--- src/rtl/mac_pkg.sv ---
// Shared definitions for the MAC accumulator: state encoding, default widths
// and the run-length helper.
package mac_pkg;

   localparam int DATA_SIZE_DEF = 8;
   localparam int ACC_SIZE_DEF  = 21;

   typedef enum logic [1:0] {
      ST_IDLE  = 2'd0,
      ST_ACCUM = 2'd1,
      ST_DONE  = 2'd2
   } mac_state_t;

   // A requested length of zero runs as a single-sample accumulation.
   function automatic logic [7:0] eff_len(input logic [7:0] len);
      return (len == 8'd0) ? 8'd1 : len;
   endfunction

endpackage

--- src/rtl/mac_acc_adder.sv ---
// Unsigned accumulate step with carry detect; clamps to all-ones when
// MAC_ACCUMULATOR_SAT_EN is defined, otherwise wraps modulo 2^accSize.
module mac_acc_adder #(
   parameter int inSize  = 17,
   parameter int accSize = 21
)(
   input  logic [accSize-1:0] acc,
   input  logic [inSize-1:0]  addend,
`ifdef MAC_ACCUMULATOR_SAT_EN
   input  logic               sat_hold,
`endif
   output logic [accSize-1:0] result,
   output logic               carry
);

   logic [accSize:0] wide;

   always_comb begin
      wide  = {1'b0, acc} + (accSize+1)'(addend);
      carry = wide[accSize];
`ifdef MAC_ACCUMULATOR_SAT_EN
      // Once saturated, stay pinned for the remainder of the run.
      if (sat_hold || carry) begin
         result = '1;
      end else begin
         result = wide[accSize-1:0];
      end
`else
      result = wide[accSize-1:0];
`endif
   end

endmodule

--- src/rtl/mac_accumulator.sv ---
// Streaming accumulator over len samples with valid/ready handshakes on both
// sides. Optional saturation via MAC_ACCUMULATOR_SAT_EN (default: wrap).
module mac_accumulator
   import mac_pkg::*;
#(
   parameter int dataSize = DATA_SIZE_DEF,
   parameter int accSize  = ACC_SIZE_DEF
)(
   input  logic                  clk,
   input  logic                  nrst,
   input  logic [2*dataSize:0]   in_data,
   input  logic                  in_valid,
   output logic                  in_ready,
   input  logic [7:0]            len,
   input  logic                  clear,
   output logic [accSize-1:0]    sum,
   output logic                  out_valid,
   input  logic                  out_ready,
   output logic                  ovf
);

   localparam int inSize = 2*dataSize + 1;

   mac_state_t          state_reg;
   logic [accSize-1:0]  acc_reg;
   logic [7:0]          count_reg;
   logic [7:0]          len_reg;
   logic                out_valid_reg;
   logic                ovf_reg;
   logic                in_ready_reg;

   logic                beat;
   logic [accSize-1:0]  add_result;
   logic                add_carry;
   logic [7:0]          count_next;
   logic [7:0]          len_first;

   assign beat       = in_valid && in_ready_reg;
   assign count_next = count_reg + 8'd1;
   assign len_first  = eff_len(len);

   mac_acc_adder #(
      .inSize  (inSize),
      .accSize (accSize)
   ) u_adder (
      .acc      (acc_reg),
      .addend   (in_data),
`ifdef MAC_ACCUMULATOR_SAT_EN
      .sat_hold (ovf_reg),
`endif
      .result   (add_result),
      .carry    (add_carry)
   );

   always_ff @(posedge clk or negedge nrst) begin
      if (!nrst) begin
         state_reg     <= ST_IDLE;
         acc_reg       <= '0;
         count_reg     <= '0;
         len_reg       <= 8'd1;
         out_valid_reg <= 1'b0;
         ovf_reg       <= 1'b0;
         in_ready_reg  <= 1'b1;
      end else if (clear) begin
         // Abort wins over any beat or out_ready in the same cycle.
         state_reg     <= ST_IDLE;
         acc_reg       <= '0;
         count_reg     <= '0;
         out_valid_reg <= 1'b0;
         ovf_reg       <= 1'b0;
         in_ready_reg  <= 1'b1;
      end else begin
         case (state_reg)
            ST_IDLE: begin
               if (beat) begin
                  len_reg   <= len_first;
                  acc_reg   <= accSize'(in_data);
                  count_reg <= 8'd1;
                  ovf_reg   <= 1'b0;
                  if (len_first == 8'd1) begin
                     state_reg     <= ST_DONE;
                     out_valid_reg <= 1'b1;
                     in_ready_reg  <= 1'b0;
                  end else begin
                     state_reg <= ST_ACCUM;
                  end
               end
            end
            ST_ACCUM: begin
               if (beat) begin
                  acc_reg   <= add_result;
                  ovf_reg   <= ovf_reg | add_carry;
                  count_reg <= count_next;
                  if (count_next == len_reg) begin
                     state_reg     <= ST_DONE;
                     out_valid_reg <= 1'b1;
                     in_ready_reg  <= 1'b0;
                  end
               end
            end
            ST_DONE: begin
               // No new run may start in the hand-off cycle: in_ready is low here.
               if (out_ready) begin
                  state_reg     <= ST_IDLE;
                  out_valid_reg <= 1'b0;
                  in_ready_reg  <= 1'b1;
               end
            end
            default: begin
               state_reg     <= ST_IDLE;
               out_valid_reg <= 1'b0;
               in_ready_reg  <= 1'b1;
            end
         endcase
      end
   end

   assign sum       = acc_reg;
   assign out_valid = out_valid_reg;
   assign ovf       = ovf_reg;
   assign in_ready  = in_ready_reg;

endmodule

--- config.mk ---
export PLATFORM = sky130hd
export DESIGN_NAME = mac_accumulator
export DESIGN_NICKNAME = d
export VERILOG_FILES = /design/src/rtl/mac_pkg.sv /design/src/rtl/mac_acc_adder.sv /design/src/rtl/mac_accumulator.sv
export SDC_FILE = /design/constraint.sdc
export NUM_CORES = 1
export LEC_CHECK = 0
export CORE_UTILIZATION = 31
export CTS_CLUSTER_DIAMETER = 100
export CTS_CLUSTER_SIZE = 40
export DETAILED_ROUTE_END_ITERATION = 10
export PLACE_DENSITY = 0.62
export RECOVER_POWER = 25
export SETUP_SLACK_MARGIN = 0.4
export SYNTH_ARGS = -nofsm -noshare
export SYNTH_HDL_FRONTEND = slang
export SYNTH_HIERARCHICAL = 1
export SYNTH_SLANG_ARGS = --single-unit
--- constraint.sdc ---
create_clock -name clk -period 2.2 [get_ports clk]
set_clock_uncertainty 0.15 [all_clocks]
set_input_delay 0.44 -clock clk [delete_from_list [all_inputs] [get_ports clk]]
set_output_delay 0.44 -clock clk [all_outputs]
set_load 0.01 [all_outputs]
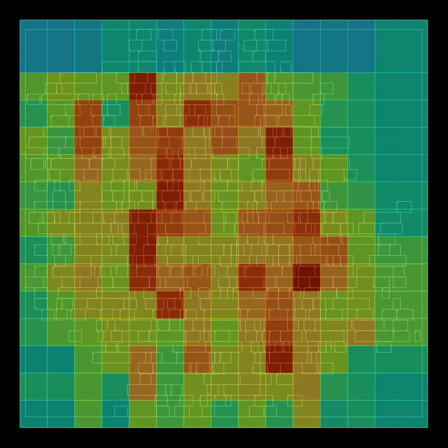
**Above:** track usage over the die.
fin util: 51.5%
Top Usage Layer GRT: met2
met2 Use GR: 36.0%
GRT Total Usage: 18.7%

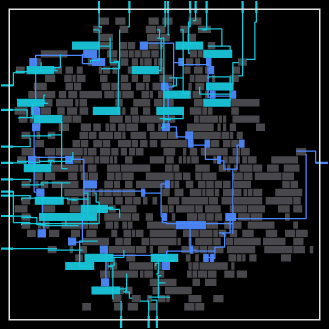
**Above:** nets reached from selected ports.
(3 px per um)
Key: sum = cyan [direction output, edge 9 west, 9 north, 3 south, end cells 21, buffers 36, wire 767 um]; clear = blue [direction input, edge east, end cells 35, buffers 3, wire 489 um]
# IOs: 54
port bufs: 53

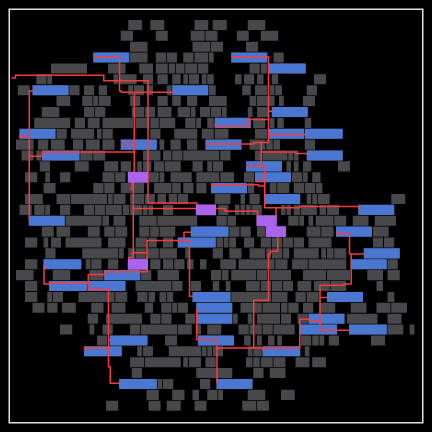
**Above:** clock wires, drivers and flops.
(4 px per um)
Key: clock wires = red [length 678 um]; clock drivers = purple [count 5]; flip-flops = blue [count 42]
Position of the flops: widely spread.
clk pwr: 0.531 mW
Clk pwr share: 19.3%
Worst-Skew Late Latency: 0.30 ns

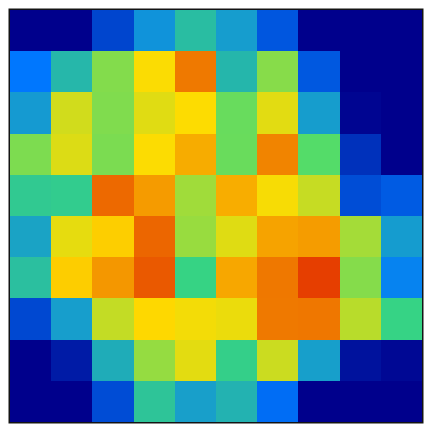
**Above:** local utilization.
(4 px per um) 10 x 10 tiles, from dark blue (low) to red (high), 0 to 100% covered.
The mean over all tiles is 46%. The densest ninth of the die: center. The fullest tile reaches 93%. The emptiest ninth of the die: north-east.

==> run_results.csv <==
group,metric,value,unit
pwr,maxPowerGroup,"combinational cells",
layout,seq_cells,42,
timing,drv_slew,28,
layout,comb_share,48.4,%
layout,syn_to_final_growth,59.8,%
layout,fin_cells,619,
worst_setup_path,reg2reg_slack,-0.37,ns
timing,period_used_share,117,%
timing,fin_crit,2.57,ns
synthesis,ys_seq_share,33.3,%
global_route,grtUsageMet3,2.98,%
clock_network,htreeDepth,2,
status,failed_checks,"max-capacitance violations, max-slew violations, negative setup slack",
route,drt_iter0_drc,83,
timing,finalSetupViolCount,16,
layout,dominant_cells,"logic gates",
layout,diodes,0,
status,status,"finished with violations",
timing,fin_ws,-0.372,ns
run,maxCapViolations,1,
timing,rsz0062_at_grt,"yes",
route,detail-route-antenna-nets,0,
[cell usage after synthesis (3+ instances only)]
master | instances | area [um2]
xnor2_1 | 13 | 114
a21o_1 | 5 | 37.5
buf_1 | 4 | 15.0
or3_1 | 3 | 18.8
ha_1 | 18 | 225
nand3_1 | 14 | 70.1
mux2i_1 | 18 | 180
dfrtp_1 | 40 | 1000
a31oi_1 | 5 | 31.3
xor2_1 | 12 | 105
buf_2 | 3 | 15.0
a21oi_1 | 30 | 150
nor2_1 | 29 | 109
o21ai_0 | 9 | 45.0
clkbuf_1 | 7 | 26.3
nand2_1 | 34 | 128
a211oi_1 | 20 | 150
inv_1 | 12 | 45.0
nor3b_1 | 4 | 30.0
nor3_1 | 3 | 15.0
mux2_2 | 8 | 90.1
Power figures rest on the tool's default switching activity, not on a simulated workload.
